File: src/rtl/parity_seq_pkg.sv
// ============================================================================
// Module   : parity_seq_pkg
// Brief    : Shared state encoding for the parity frame sequencer.
// Revision : 1.0
// ============================================================================
`default_nettype none

package parity_seq_pkg;

    localparam logic [1:0] c_ST_IDLE   = 2'd0;
    localparam logic [1:0] c_ST_DATA   = 2'd1;
    localparam logic [1:0] c_ST_PARITY = 2'd2;

    typedef enum logic [1:0] {
        IDLE   = c_ST_IDLE,
        DATA   = c_ST_DATA,
        PARITY = c_ST_PARITY
    } seq_state_t;

endpackage

`default_nettype wire

File: src/rtl/parity_accum.sv
// ============================================================================
// Module   : parity_accum
// Brief    : 1-bit XOR accumulator with synchronous clear and enable.
// Revision : 1.0
// ============================================================================
`default_nettype none

module parity_accum (
    input  logic i_clk,
    input  logic i_rst_n,
    input  logic i_clr,
    input  logic i_en,
    input  logic i_bit,
    output logic o_parity
);

    logic r_parity;

    // Clear wins over enable so a load always starts from zero parity.
    always_ff @(posedge i_clk or negedge i_rst_n) begin
        if (!i_rst_n) begin
            r_parity <= 1'b0;
        end else if (i_clr) begin
            r_parity <= 1'b0;
        end else if (i_en) begin
            r_parity <= r_parity ^ i_bit;
        end
    end

    assign o_parity = r_parity;

endmodule

`default_nettype wire

File: src/rtl/parity_frame_sequencer.sv
// ============================================================================
// Module   : parity_frame_sequencer
// Brief    : Loads a word, shifts it out LSB-first, then appends a parity beat.
//            Define PARITY_ODD_EN for odd parity (default build is even).
// Revision : 1.0
// ============================================================================
`default_nettype none

module parity_frame_sequencer #(
    parameter int WIDTH = 8
) (
    input  logic             i_clk,
    input  logic             i_rst_n,
    input  logic [WIDTH-1:0] i_data,
    input  logic             i_valid,
    output logic             o_ready,
    output logic             o_bit,
    output logic             o_bit_valid,
    input  logic             i_bit_ready,
    output logic             o_last,
    output logic             o_busy
);

    import parity_seq_pkg::*;

    localparam int               CNT_W      = $clog2(WIDTH);
    localparam logic [CNT_W-1:0] c_LAST_CNT = CNT_W'(WIDTH - 1);

    seq_state_t       r_state;
    seq_state_t       w_next_state;
    logic [WIDTH-1:0] r_shift;
    logic [CNT_W-1:0] r_count;
    logic             w_load;
    logic             w_beat;
    logic             w_parity;
    logic             w_par_bit;

    always_ff @(posedge i_clk or negedge i_rst_n) begin
        if (!i_rst_n) begin
            r_state <= IDLE;
        end else begin
            r_state <= w_next_state;
        end
    end

    // Outputs decode from registered state only; i_valid/i_bit_ready steer
    // just the next state and the datapath strobes.
    always_comb begin
        w_next_state = r_state;
        w_load       = 1'b0;
        w_beat       = 1'b0;
        o_ready      = 1'b0;
        o_bit_valid  = 1'b0;
        o_bit        = 1'b0;
        o_last       = 1'b0;
        o_busy       = 1'b0;
        case (r_state)
            IDLE: begin
                o_ready = 1'b1;
                if (i_valid) begin
                    w_load       = 1'b1;
                    w_next_state = DATA;
                end
            end
            DATA: begin
                o_bit_valid = 1'b1;
                o_bit       = r_shift[0];
                o_busy      = 1'b1;
                if (i_bit_ready) begin
                    w_beat = 1'b1;
                    if (r_count == c_LAST_CNT) begin
                        w_next_state = PARITY;
                    end
                end
            end
            PARITY: begin
                o_bit_valid = 1'b1;
                o_bit       = w_par_bit;
                o_last      = 1'b1;
                o_busy      = 1'b1;
                if (i_bit_ready) begin
                    w_next_state = IDLE;
                end
            end
            default: begin
                w_next_state = IDLE;
            end
        endcase
    end

    always_ff @(posedge i_clk or negedge i_rst_n) begin
        if (!i_rst_n) begin
            r_shift <= '0;
            r_count <= '0;
        end else if (w_load) begin
            r_shift <= i_data;
            r_count <= '0;
        end else if (w_beat) begin
            r_shift <= {1'b0, r_shift[WIDTH-1:1]};
            r_count <= r_count + 1'b1;
        end
    end

    parity_accum u_accum (
        .i_clk    (i_clk),
        .i_rst_n  (i_rst_n),
        .i_clr    (w_load),
        .i_en     (w_beat),
        .i_bit    (r_shift[0]),
        .o_parity (w_parity)
    );

`ifdef PARITY_ODD_EN
    assign w_par_bit = ~w_parity;
`else
    assign w_par_bit = w_parity;
`endif

endmodule

`default_nettype wire
File: config.mk
export PLATFORM = sky130hd
export DESIGN_NAME = parity_frame_sequencer
export DESIGN_NICKNAME = d
export VERILOG_FILES = /design/src/rtl/parity_seq_pkg.sv /design/src/rtl/parity_accum.sv /design/src/rtl/parity_frame_sequencer.sv
export SDC_FILE = /design/constraint.sdc
export NUM_CORES = 1
export LEC_CHECK = 0
export ABC_CLOCK_PERIOD_IN_PS = 3400
export CAP_MARGIN = 40
export CORE_UTILIZATION = 25
export CTS_CLUSTER_SIZE = 12
export DETAILED_ROUTE_END_ITERATION = 12
export SLEW_MARGIN = 40
export SYNTH_ARGS = -nofsm -noshare
export SYNTH_HDL_FRONTEND = slang
export SYNTH_SLANG_ARGS = --single-unit
File: constraint.sdc
create_clock -name i_clk -period 3.4 [get_ports i_clk]
set_clock_uncertainty 0.2 [all_clocks]
set_input_delay 0.34 -clock i_clk [delete_from_list [all_inputs] [get_ports i_clk]]
set_output_delay 0.34 -clock i_clk [all_outputs]
set_load 0.02 [all_outputs]
### The metal 3 layer, run 1

Scale: 6 px per um.
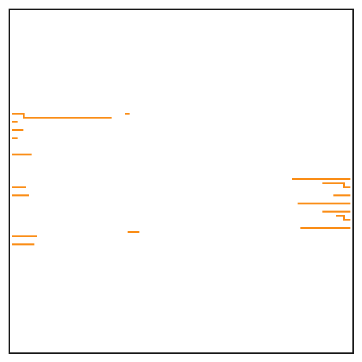
longest straight run: 14.5 um
share of all routed wire: 6.0%
wire length on this layer: 77.5 um
nets with wire on the layer: 17
main direction: horizontal
final wirelength: 1290 um
routed vias: 527
met3 global-route usage: 2.49%

### Pin map, run 1

Scale: 6 px per um. Pins as bars across the die edge, other pins in gray.
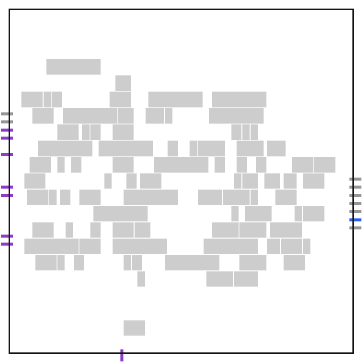
[o_ready] blue | pins: 1 | direction: output | edge: east
[i_data] purple | pins: 8 | direction: input | edge: 7 west, 1 south

==> impl_metrics.json, run 1 <==
{
  "edf_count": 0,
  "p_total_mw": 0.779,
  "synthCells": 73,
  "grt_pass1_vias": 521,
  "cts.sinks": 14,
  "maxCapViolCount": 0,
  "grt_pass1_wl_um": 2280,
  "top_layer": "met4",
  "cp_cell_sequence": "inv_1 -> ha_1 -> a22oi_1 -> nor2b_1 -> clkdlybuf4s50_1",
  "final.min_clock_period_ns": 2.42,
  "drc": 4,
  "num_antenna_cells": 0,
  "xor_share_pct": 2.31,
  "layout-drive-gt1-share_pct": 7.95,
  "ff_latch_area_sq_um": 350,
  "ys_chip_area_sq_um": 758,
  "r2r-end": "r_state[0]$_DFFE_PN0P_",
  "crit_cells": 5,
  "dp_slack_ns": 1.28,
  "critPathMaxFanout": 6,
  "fillers": 315,
  "arrival_ns": 1.88,
  "yosysTopAreaCell": "dfrtp_1",
  "yosysWarnings": 0,
  "drt-initial-drc-count": 20,
  "seqPwrFrac_pct": 37.2,
  "max_stage_delay_ns": 0.61,
  "yosys.area_share.simple_pct": 10.6,
  "mux_share_pct": 12.2,
  "path_delay_family": "buffers and inverters",
  "stdcell_area_sq_um": 957,
  "ff_type": "dfrtp_1",
  "tightest_slew_ns": 0.636,
  "worstSetupStartpointType": "flop",
  "p_sw_share_pct": 39.0,
  "crit_slowest_cell": "clkdlybuf4s50_1",
  "vias_per_cell": 4.43,
  "cp.required_ns": 2.86,
  "hold_buffers": 0,
  "port_buffers": 16,
  "fin_cells": 119,
  "violations": "design-rule violations",
  "synth_top_area_share_pct": 46.2,
  "wl_per_cell_um": 10.8,
  "slew_viol_final": 0,
  "slew_headroom_pct": 57.5,
  "antenna_found_initial": 0,
  "synthDistinctLibCells": 19,
  "intPower_mw": 0.475,
  "warnings": 31,
  "initCoreUtil_pct": 27.0,
  "status": "finished with violations",
  "critPathBufInv": 2
}
### Signal wires on met1, run 1

Scale: 6 px per um. Supply wires on this layer in gray.
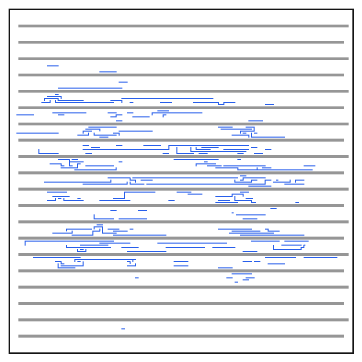
nets with wire on the layer: 89
wire length on this layer: 655 um
share of all routed wire: 51%
main direction: horizontal
met1 Use GR: 12.2%

## run 1: Yosys cell counts (all sizes together) (2+ instances only)
cell type,instances
nand3,3
mux2i,7
o21ai,8
nor2,2
dfrtp,14
nand2,12
mux2,2
xor2,2
buf,2
ha,8
clkbuf,2
a21oi,2
inv,4
## run 1: final cells by class
| cell class | count | area share (%) |
|---|---|---|
| clock buffer | 3 | 2.35 |
| multi-input combinational | 51 | 38.7 |
| inverter | 4 | 1.57 |
| timing repair buffer | 16 | 16.7 |
| sequential | 14 | 36.6 |
| tap | 31 | 4.05 |
## run 1: placed cells by master (no fill, tap or decap)
master and instances:
a21oi_1 2, nor2b_1 1, mux2_2 2, nand2_1 12
and2_1 1, inv_1 3, o21ai_0 8, dfrtp_1 14
clkdlybuf4s50_1 16, ha_1 8, a21boi_1 1, inv_2 1
a221oi_2 1, nor2_1 2, xor2_1 2, mux2i_1 7
a22oi_1 1, nand3_1 3, clkbuf_4 3
## run 1: kinds of logic after synthesis
kind of cell | count (synthesis)
compound gates | 13
fa+ha+maj | 8
mux | 9
simple gates | 19
buf+inv | 8
flops | 14
xor+xnor | 2
## run 1: power groups by stage
| stage | Combinational [mW] | Sequential, mW | Clock [mW] |
|---|---|---|---|
| global placement | 0.392 | 0.290 | 0 |
| global route | 0.446 | 0.299 | 0.104 |
| detailed placement | 0.403 | 0.293 | 0 |
| floorplan | 0.298 | 0.280 | 0 |
| finish | 0.398 | 0.289 | 0.0916 |
| CTS | 0.404 | 0.291 | 0.0956 |
## run 1: state kept, by name (all words and copies together) (netlist names)
register / flops
r_count: 3
r_shift: 8
u_accum.o_parity: 1
r_state: 2
### Signal wires on met2, run 1

Scale: 4 px per um.
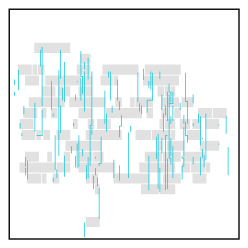

==> run 2: changes to the inputs <==
--- a/config.mk
+++ b/config.mk
@@ -5,7 +5,7 @@
 export SDC_FILE = /design/constraint.sdc
 export NUM_CORES = 1
 export LEC_CHECK = 0
-export ABC_CLOCK_PERIOD_IN_PS = 3400
+export ABC_CLOCK_PERIOD_IN_PS = 2300
 export CAP_MARGIN = 40
 export CORE_UTILIZATION = 25
 export CTS_CLUSTER_SIZE = 12
==> constraint.sdc (replaced) <==
create_clock -name i_clk -period 2.3 [get_ports i_clk]
set_clock_uncertainty 0.2 [all_clocks]
set_input_delay 0.23 -clock i_clk [delete_from_list [all_inputs] [get_ports i_clk]]
set_output_delay 0.23 -clock i_clk [all_outputs]
set_load 0.02 [all_outputs]
### Signal wires on met2, run 2

Scale: 4 px per um.
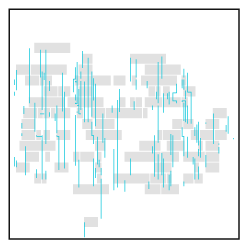
share of all routed wire: 43%
nets with wire on the layer: 80
wire length on this layer: 570 um
final wirelength: 1320 um
met2 GRT Util: 14.3%
routed vias: 541

### Placed standard cells, run 2

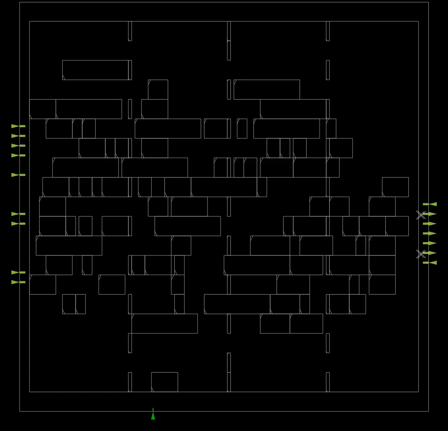
n_taps: 31
core area: 2810 sq um
Post-Layout Cell Count: 121
Fill cells: 296
flop share of the area: 35.8%

==> impl_metrics.json, run 2 <==
{
  "synth_top_area_share_pct": 46.2,
  "edf_count": 0,
  "use_met1_pct": 11.5,
  "path_delay_family": "buffers and inverters",
  "yosysWarnings": 0,
  "dp_slack_ns": 0.257,
  "worstSetupStartpointType": "flop",
  "num_antenna_cells": 0,
  "warnings": 31,
  "synthDistinctLibCells": 19,
  "cp_cell_sequence": "inv_1 -> ha_1 -> clkdlybuf4s50_1",
  "wl_per_cell_um": 10.9,
  "crit_slowest_cell": "clkdlybuf4s50_1",
  "initCoreUtil_pct": 27.0,
  "maxCapViolCount": 0,
  "status": "finished with violations",
  "drc": 4,
  "drt-initial-drc-count": 11,
  "violations": "design-rule violations",
  "synthCells": 73,
  "synthTopCellsByCount": "dfrtp_1 (14), nand2_1 (12), ha_1 (8), o21ai_0 (8), mux2i_1 (7)",
  "arrival_ns": 1.71,
  "ys_chip_area_sq_um": 758,
  "cts.sinks": 14,
  "grt_pass1_vias": 515,
  "critPathMaxFanout": 4,
  "ff_type": "dfrtp_1",
  "vias_per_cell": 4.47,
  "grtUsageMet3_pct": 2.72,
  "layout-drive-gt1-share_pct": 11.1,
  "cp.required_ns": 1.87,
  "reg_top3": "r_shift: 8 flops, r_count: 3 flops, r_state: 2 flops",
  "regMostFlops": "r_shift",
  "final_common_cell": "clkdlybuf4s50_1",
  "top_layer": "met3",
  "final.min_clock_period_ns": 2.14,
  "yosysTopAreaCell": "dfrtp_1",
  "stdcell_area_sq_um": 980,
  "max_stage_delay_ns": 0.61,
  "slew_viol_final": 0,
  "p_total_mw": 1.20,
  "antenna_found_initial": 0
}
### Pin map, run 2

Scale: 6 px per um. Pins as bars across the die edge, other pins in gray.
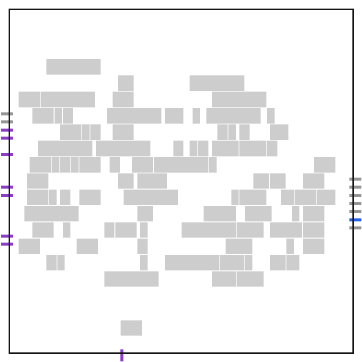
Port Buf Inserts: 16
Die H: 57.1 um

-- run 2: power breakdown --
group | leakage, nW | switching (mW) | internal [mW] | total (mW)
Sequential | 0.178 | 0.0738 | 0.357 | 0.431
Clock | 0.0210 | 0.0762 | 0.0961 | 0.172
Combinational | 0.280 | 0.306 | 0.290 | 0.596
-- run 2: cell type report --
| type | instances | area, sq um | share of cell area (%) |
|---|---|---|---|
| Clock buffer | 4 | 36.3 | 3.70 |
| Inverter | 4 | 15.0 | 1.53 |
| Multi-Input combinational cell | 51 | 373 | 38.1 |
| Sequential cell | 14 | 350 | 35.8 |
| Tap cell | 31 | 38.8 | 3.96 |
| Timing Repair Buffer | 17 | 166 | 17.0 |
-- run 2: kinds of logic after synthesis --
kind of cell / share of synthesized area, %
AND/OR/NAND/NOR: 10.6
multiplexers: 12.2
flip-flops: 46.2
adder cells (fa/ha/maj): 13.2
XOR/XNOR: 2.31
AND-OR/OR-AND: 10.6
buffers and inverters: 4.95
-- run 2: worst paths after layout --
| check | startpoint | cells past startpoint | slack, ns | endpoint |
|---|---|---|---|---|
| hold / removal | i_rst_n | 1 | 0.14 | r_shift[3]$_DFFE_PN0P_ |
| min in group i_clk | i_data[1] | 3 | 0.31 | r_shift[1]$_DFFE_PN0P_ |
| setup reg to reg | r_state[1]$_DFFE_PN0P_ | 5 | 0.50 | r_shift[2]$_DFFE_PN0P_ |
| setup / recovery | r_state[0]$_DFFE_PN0P_ | 3 | 0.16 | o_busy |
| hold reg to reg | r_count[1]$_DFFE_PN0P_ | 2 | 0.33 | r_count[1]$_DFFE_PN0P_ |
| max in group asynchronous | i_rst_n | 1 | 1.36 | r_count[0]$_DFFE_PN0P_ |
### Signal wires on met1, run 2

Scale: 6 px per um. Supply wires on this layer in gray.
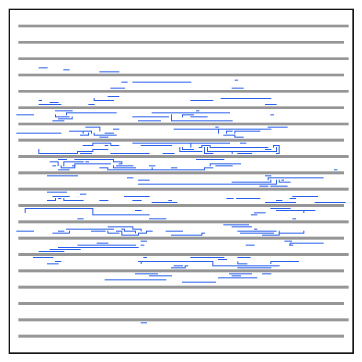

==> run 3: changes to the inputs <==
--- a/config.mk
+++ b/config.mk
@@ -5,11 +5,11 @@
 export SDC_FILE = /design/constraint.sdc
 export NUM_CORES = 1
 export LEC_CHECK = 0
-export ABC_CLOCK_PERIOD_IN_PS = 2300
 export CAP_MARGIN = 40
 export CORE_UTILIZATION = 25
 export CTS_CLUSTER_SIZE = 12
 export DETAILED_ROUTE_END_ITERATION = 12
+export REMOVE_ABC_BUFFERS = 1
 export SLEW_MARGIN = 40
 export SYNTH_ARGS = -nofsm -noshare
 export SYNTH_HDL_FRONTEND = slang
### Signal wires on met1, run 3

Scale: 6 px per um. Supply wires on this layer in gray.
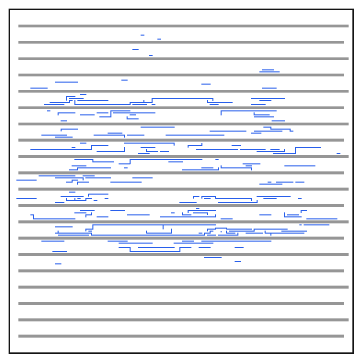
share of all routed wire: 47%
main direction: horizontal

### Pin map, run 3

Scale: 6 px per um. Pins as bars across the die edge, other pins in gray.
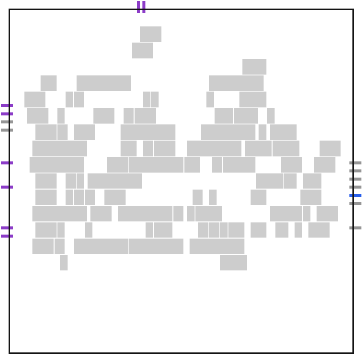
Die X: 57.1 um

==> impl_metrics.json, run 3 <==
{
  "status": "finished with violations",
  "violations": "design-rule violations",
  "seq_cell_power_mw": 0.427,
  "drt-initial-drc-count": 14,
  "ff_type": "dfrtp_1",
  "p_total_mw": 1.16,
  "drc": 2,
  "crit_slowest_cell": "clkdlybuf4s50_1",
  "grt_pass1_wl_um": 2430,
  "cts.sinks": 14,
  "slew_headroom_pct": 59.2,
  "edf_count": 0,
  "yosysWarnings": 0,
  "synthTopCellsByCount": "dfrtp_1 (14), nand2_1 (12), ha_1 (8), o21ai_0 (8), mux2i_1 (7)",
  "cp.required_ns": 1.87,
  "warnings": 30,
  "arrival_ns": 1.71,
  "slew_viol_final": 0,
  "num_antenna_cells": 0,
  "synthDistinctLibCells": 19,
  "cp-endpoint": "o_busy",
  "ys_chip_area_sq_um": 758,
  "synthCells": 73,
  "fin_cells": 120,
  "regMostFlops": "r_shift",
  "p_switching_mw": 0.449,
  "port_buffers": 16,
  "seqPwrFrac_pct": 36.9,
  "maxCapViolCount": 0,
  "final_common_cell": "clkdlybuf4s50_1",
  "grt_pass1_vias": 583,
  "largest_reg_flops": 8,
  "final.min_clock_period_ns": 2.14,
  "r2r_slack_ns": 0.48,
  "worstSetupStartpointType": "flop"
}
### Signal wires on met2, run 3

Scale: 4 px per um.
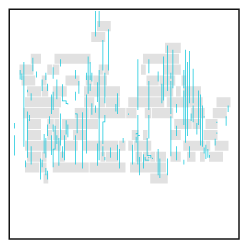
wire length on this layer: 608 um
share of all routed wire: 46%
final wirelength: 1320 um
met2 GRT Util: 16.1%
routed vias: 566

-- run 3: metrics by stage --
| step | setup slack, ns | area [sq um] | utilization (%) | hold WS (ns) |
|---|---|---|---|---|
| 2_1_floorplan | 0.517 | 736 | - | -0.266 |
| 3_3_place_gp | 0.317 | 942 | 33.6 | 0.316 |
| 3_5_place_dp | 0.247 | 942 | 33.6 | 0.325 |
| 4_1_cts | 0.132 | 966 | 34.4 | 0.144 |
| 5_1_grt | 0.0672 | 966 | 34.4 | 0.153 |
| 6_report | 0.155 | 966 | 34.4 | 0.131 |
-- run 3: cell families after synthesis --
| group | count (synthesis) | synth area share [%] |
|---|---|---|
| compound gates | 13 | 10.6 |
| xor+xnor | 2 | 2.31 |
| fa+ha+maj | 8 | 13.2 |
| buf+inv | 8 | 4.95 |
| flops | 14 | 46.2 |
| mux | 9 | 12.2 |
| simple gates | 19 | 10.6 |
-- run 3: timing repair --
| action | 4_1_cts | 5_1_grt |
|---|---|---|
| setup endpoints to repair | 1 | 0 |
| buffers inserted | 0 | 0 |
| resized | 2 | 0 |
-- run 3: routing by layer --
layer,wire length (um),vias up
met1,615,263
met3,89,2
met2,607,21
met4,8,0
met5,0,-
li1,-,280
-- run 3: cell type report --
type	count	area (sq um)	area share, %
inverter	4	15.0	1.55
clock buffer	3	22.5	2.33
sequential	14	350	36.3
timing repair buffer	17	166	17.2
multi-input combinational	51	373	38.6
tap	31	38.8	4.02
-- run 3: worst max-delay path, delay by kind of cell, from the launching register on --
family                   cells  cell delay (ns)
buffers and inverters        2             0.72
flip-flops                   1             0.40
adder cells (fa/ha/maj)      1             0.32
No activity file was given, so power comes from the tool's default toggle rates.
